==> run_1/pins.png <==
Scale bar: 20 um. Pins as bars across the die edge, other pins in gray.
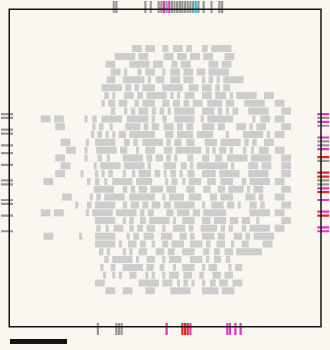
==> run_1/wire_density.png <==
The die is cut into 22 by 22 equal tiles; white is low, dark blue is high, scaled to the fullest tile. Values are wire area over tile area, all layers added.
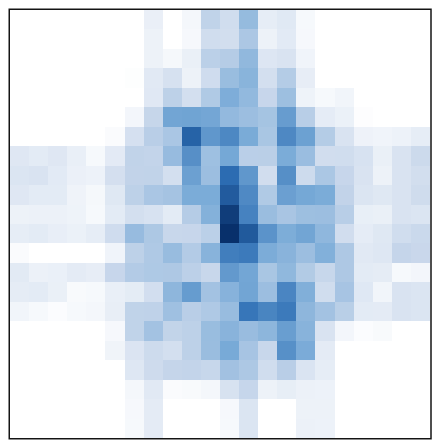
==> run_1/final_clocks.png <==
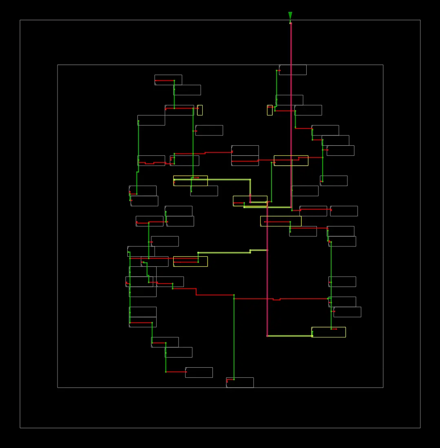
==> config.mk <==
export PLATFORM = sky130hd
export DESIGN_NAME = sprite_draw_engine_flat
export DESIGN_NICKNAME = d
export VERILOG_FILES = /design/src/rtl/sprite_draw_engine_pkg.sv /design/src/rtl/sprite_draw_engine_if.sv /design/src/rtl/sprite_draw_engine_addr_gen.sv /design/src/rtl/sprite_draw_engine.sv /design/src/flat_wrapper.sv
export SDC_FILE = /design/constraint.sdc
export NUM_CORES = 1
export LEC_CHECK = 0
export CAP_MARGIN = 20
export CELL_PAD_IN_SITES_DETAIL_PLACEMENT = 1
export CELL_PAD_IN_SITES_GLOBAL_PLACEMENT = 1
export CORE_AREA = 10 10 98 100
export CTS_BUF_LIST = sky130_fd_sc_hd__clkbuf_16
export DETAILED_ROUTE_END_ITERATION = 12
export DIE_AREA = 0 0 108 110
export PLACE_DENSITY = 0.9
export SLEW_MARGIN = 30
export SYNTH_ARGS = -nofsm -noshare
export SYNTH_HDL_FRONTEND = slang
export SYNTH_SLANG_ARGS = --single-unit
export TNS_END_PERCENT = 50
==> constraint.sdc <==
create_clock -name clock -period 4.5 [get_ports clock]
set_clock_uncertainty 0.1 [all_clocks]
set_input_delay 0.45 -clock clock [delete_from_list [all_inputs] [get_ports clock]]
set_output_delay 0.45 -clock clock [all_outputs]
set_load 0.01 [all_outputs]
==> Changelog: implementation, run 1 <==
### Metrics

- Area growth syn-to-layout: 38.4%
- Outcome: finished clean
- Total die area: 0.0119 mm^2
- Slowest stage cell, crit path: fa_1
- Placed wire-length estimate: 6720 um
- WP data required: 3950 ps
- Syn_nets: 380
- Ys flop type: dfxtp_1
- Pin count of the biggest net entering global routing: 39
- Simple Share, Synth: 19.5%
- Worst-path fanout max: 5
- FMAX: 0.231 GHz
- Fin area: 0.00376 mm^2
- Critical Path Start Type: register
- IO Pins: 71
- # Cells Yosys: 323
- H-tree depth: 2
- Antenna cells: 0
- Routed Antenna Nets: 0
- Max-slew headroom: 53.6%
- Number of max-cap violations: 0
- Setup violators final: 0
- Crit. path cell count: 14
- Clk root buf: clkbuf_16
- CP delay by family, top: adder cells
- Registers, synthesis: 44
- Initial antenna violation count: 0
- Gate Count Post-Synth: 323
- Final period util: 96.3%
- Reg2reg setup slack: 2100 ps
- Setup CP Type: register to output pin
- Top sig layer: met4
- Pre-antenna DRT Iters: 4
- Min Tclk post-route: 4330 ps
- WHS: 380 ps
- Overflow after GRT: 0
- GP Congestion: 0.854
- Wire length on met2: 4610 um
- Met3 wire length: 505 um
- Slew Limit Fails: 0
- Maximum vdd drop: 0.130 mV
- Number of nets in the layout: 449
- Synth cell count leaders: dfxtp_1, nand2_1, a21oi_1, ha_1, nor2_1
- Vias in the first global route: 2833
- Crit path buffers/inverters: 1
- PwrDens: 345 mW/mm^2
- Yosys xor share: 6.45%
-- pins.png (at the start) --
`bus_bg_addr` -> magenta  # pins 17, direction output, edge 9 east, 6 south, 2 north
`bus_vga_y` -> red  # pins 8, direction output, edge 5 east, 3 south
`bus_vga_plot` -> cyan  # pins 1, direction output, edge north
all pins by edge = 24 north, 21 east, 13 south, 13 west
Die Ht: 110 um
Die X: 108 um
IO Port Bufs: 70

-- wire_density.png (at the start) --
mean over tiles = 0.12
fullest tile = 0.69
densest ninth of the die = center
nearly empty tiles = 32%
Total GRT Usage: 15.0%
Avg WL per Cell: 18.5 um
final wirelength: 9160 um
via count: 2628

-- final_clocks.png (at the start) --
layout clock buffer count: 5
Latency at later pin: 300 ps
Clock Sinks: 44
TritonCTS buffer count: 5
Clock net power: 0.416 mW

run 1: report_power, final:
part | total, mW | switching [mW] | internal, mW
clock | 0.416 | 0.158 | 0.258
sequential | 0.467 | 0.0382 | 0.429
combinational | 0.412 | 0.213 | 0.199
run 1: per-layer routing:
layer,up-vias,GRT usage (%)
met3,21,3.66
met2,78,26.1
li1,1244,-
met4,0,6.77
met1,1285,17.0
met5,-,0
run 1: tightest hold or removal path, stage by stage, from the launching register on:
cell and delay (ps):
dfxtp_1 310, nand2_1 60, a21oi_1 60
run 1: placed cells by master, fill, tap and decap left out, types with 7 or more instances in the layout:
cell             instances
mux2i_1                 10
dfxtp_1                 42
nand2_1                 44
a211oi_1                 7
xor2_1                   7
a21oi_1                 29
nor2_1                  22
inv_1                   18
buf_4                   12
xnor2_1                 10
ha_1                    23
nand3_1                  8
clkdlybuf4s50_1         65
run 1: layout make-up:
type / count / area (um^2)
Sequential cell: 44 / 883
Clock inverter: 3 / 37.5
Timing Repair Buffer: 82 / 781
Tap cell: 102 / 128
Inverter: 19 / 71.3
Clock buffer: 5 / 125
Fill cell: 882 / 3890
Multi-Input combinational cell: 240 / 1730
run 1: metrics by stage:
stage	setup slack, ps	cells	power [mW]	setup TNS [ps]	utilization, %
final	168	495	1.30	0	49.1
after global routing	-14.2	495	1.36	-18.5	49.1
after CTS	0.227	494	1.29	0	48.5
after detailed placement	-53.4	483	0.870	-53.4	45.7
after global placement	126	483	0.851	0	45.6
after floorplan	720	323	0.695	0	-
run 1: timing repair:
action | CTS | global route
endpoints found under the setup margin | 6 | 5
buffers inserted | 3 | 1
resized | 11 | 17
pin swaps | 1 | 5
run 1: logic make-up after synthesis:
kind of cell,after synthesis
mux,10
xor+xnor,20
buf+inv,39
fa+ha+maj,30
compound gates,70
flops,44
simple gates,110
==> run 2: changes to the inputs <==
--- a/config.mk
+++ b/config.mk
@@ -8,10 +8,10 @@
 export CAP_MARGIN = 20
 export CELL_PAD_IN_SITES_DETAIL_PLACEMENT = 1
 export CELL_PAD_IN_SITES_GLOBAL_PLACEMENT = 1
-export CORE_AREA = 10 10 98 100
+export CORE_AREA = 2 2 90 92
 export CTS_BUF_LIST = sky130_fd_sc_hd__clkbuf_16
 export DETAILED_ROUTE_END_ITERATION = 12
-export DIE_AREA = 0 0 108 110
+export DIE_AREA = 0 0 92 94
 export PLACE_DENSITY = 0.9
 export SLEW_MARGIN = 30
 export SYNTH_ARGS = -nofsm -noshare
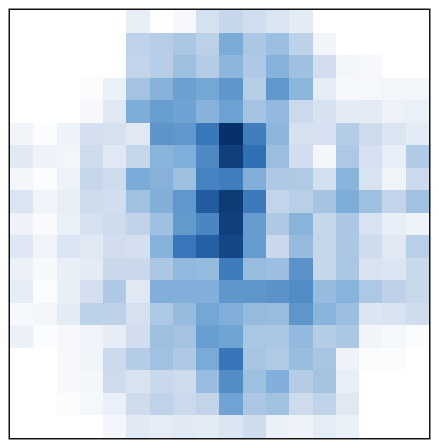
(run_2/wire_density.png)
The die is cut into 18 by 19 equal tiles; white is low, dark blue is high, scaled to the fullest tile. Values are wire area over tile area, all layers added.
emptiest ninth of the die = north-west
nearly empty tiles = 18%
mean over tiles = 0.16
tiles over half the peak = 12%
fullest tile = 0.64
via count: 2582
final wirelength: 8930 um
Avg WL per Cell: 18.3 um

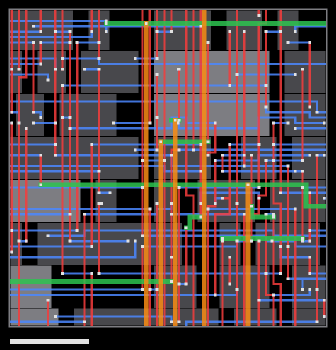
(run_2/zoom.png)
Scale bar: 5 um. Region (36, 56) to (56, 76) um. Cells in gray, sequential cells in the stronger gray; small squares are vias.
met1 -> blue
met4 -> orange
met3 -> green
met2 -> red
sequential cells in the window = 3
most frequent = nand2_1 (3), clkdlybuf4s50_1 (3)
cells with their middle in the window = 28

==> run 2 against run 1 <==
Against the previous run: sequential power is essentially flat; via count down 1.8%; cell count fell by 1.2%; critical endpoint is now bus_bg_addr[13]; largest power group unchanged.
==> Changelog: implementation, run 2 <==
### Metrics

- Max-slew headroom: 56.0% (was 53.6%)
- Outcome: finished clean (unchanged)
- Clk root buf: clkbuf_16 (unchanged)
- Final period util: 97.8% (was 96.3%)
- Gate Count Post-Synth: 323 (unchanged)
- Crit path buffers/inverters: 2 (was 1)
- FMAX: 0.227 GHz (was 0.231 GHz)
- Slowest stage cell, crit path: or4b_1 (was fa_1)
- Total die area: 0.00865 mm^2 (was 0.0119 mm^2)
- Fin area: 0.00376 mm^2 (about the same)
- PwrDens: 341 mW/mm^2 (was 345 mW/mm^2)
- Post-CTS Setup Bufs: 0 (was 3)
- H-tree depth: 2 (unchanged)
- Maximum vdd drop: 0.170 mV (was 0.130 mV)
- Worst-path fanout max: 3 (was 5)
- Setup violators final: 0 (unchanged)
- Area growth syn-to-layout: 38.7% (was 38.4%)
- Synth cell count leaders: dfxtp_1, nand2_1, a21oi_1, ha_1, nor2_1 (unchanged)
- CP delay by family, top: adder cells (unchanged)
- IO Port Bufs: 70 (unchanged)
- Setup CP Type: register to output pin (unchanged)
- Number of nets in the layout: 445 (was 449)
- Placed wire-length estimate: 6330 um (was 6720 um)
- Total GRT Usage: 20.4% (was 15.0%)
[run 2: cell type report]
cell class | count | area, um^2
Sequential cell | 44 | 883
Clock inverter | 1 | 30.0
Multi-Input combinational cell | 240 | 1770
Clock buffer | 5 | 125
Fill cell | 891 | 3840
Tap cell | 102 | 128
Inverter | 19 | 71.3
Timing Repair Buffer | 78 | 756
[run 2: timing repair]
item                       4_1_cts  5_1_grt
resized                         11       15
setup endpoints to repair        5        5
pin swaps                        1        4
[run 2: report_power, final]
group          switching (mW)  internal (mW)  total, mW
Combinational           0.213          0.202      0.415
Clock                   0.145          0.256      0.400
Sequential             0.0400          0.429      0.469
Total                   0.398          0.886       1.28
[run 2: logic make-up after synthesis]
| kind of cell | share of synthesized area (%) |
|---|---|
| and+or+nand+nor | 19.5 |
| AOI/OAI and AO/OA | 16.3 |
| DFF | 32.5 |
| buffers and inverters | 6.73 |
| adders and majority gates | 14.9 |
| xor gates and xnor gates | 6.45 |
| muxes | 3.69 |
[run 2: per-layer routing]
layer	vias up	global-route usage (%)	part of all wire [%]
met4	0	6.34	2.2
met3	15	2.97	3.8
met5	-	0	0
li1	1238	-	-
met2	81	36.0	50
met1	1248	25.8	44
[run 2: per-stage QoR]
| step | hold slack (ps) | setup slack [ps] | util (%) | instances |
|---|---|---|---|---|
| floorplan | 340 | 720 | - | 323 |
| global placement | 357 | 140 | 45.9 | 483 |
| detailed placement | 380 | 8.86 | 46.0 | 483 |
| CTS | 388 | 37.0 | 48.3 | 489 |
| global route | 426 | -29.4 | 49.5 | 489 |
| finish | 383 | 99.5 | 49.5 | 489 |
Power is estimated from default activity; no workload was simulated.
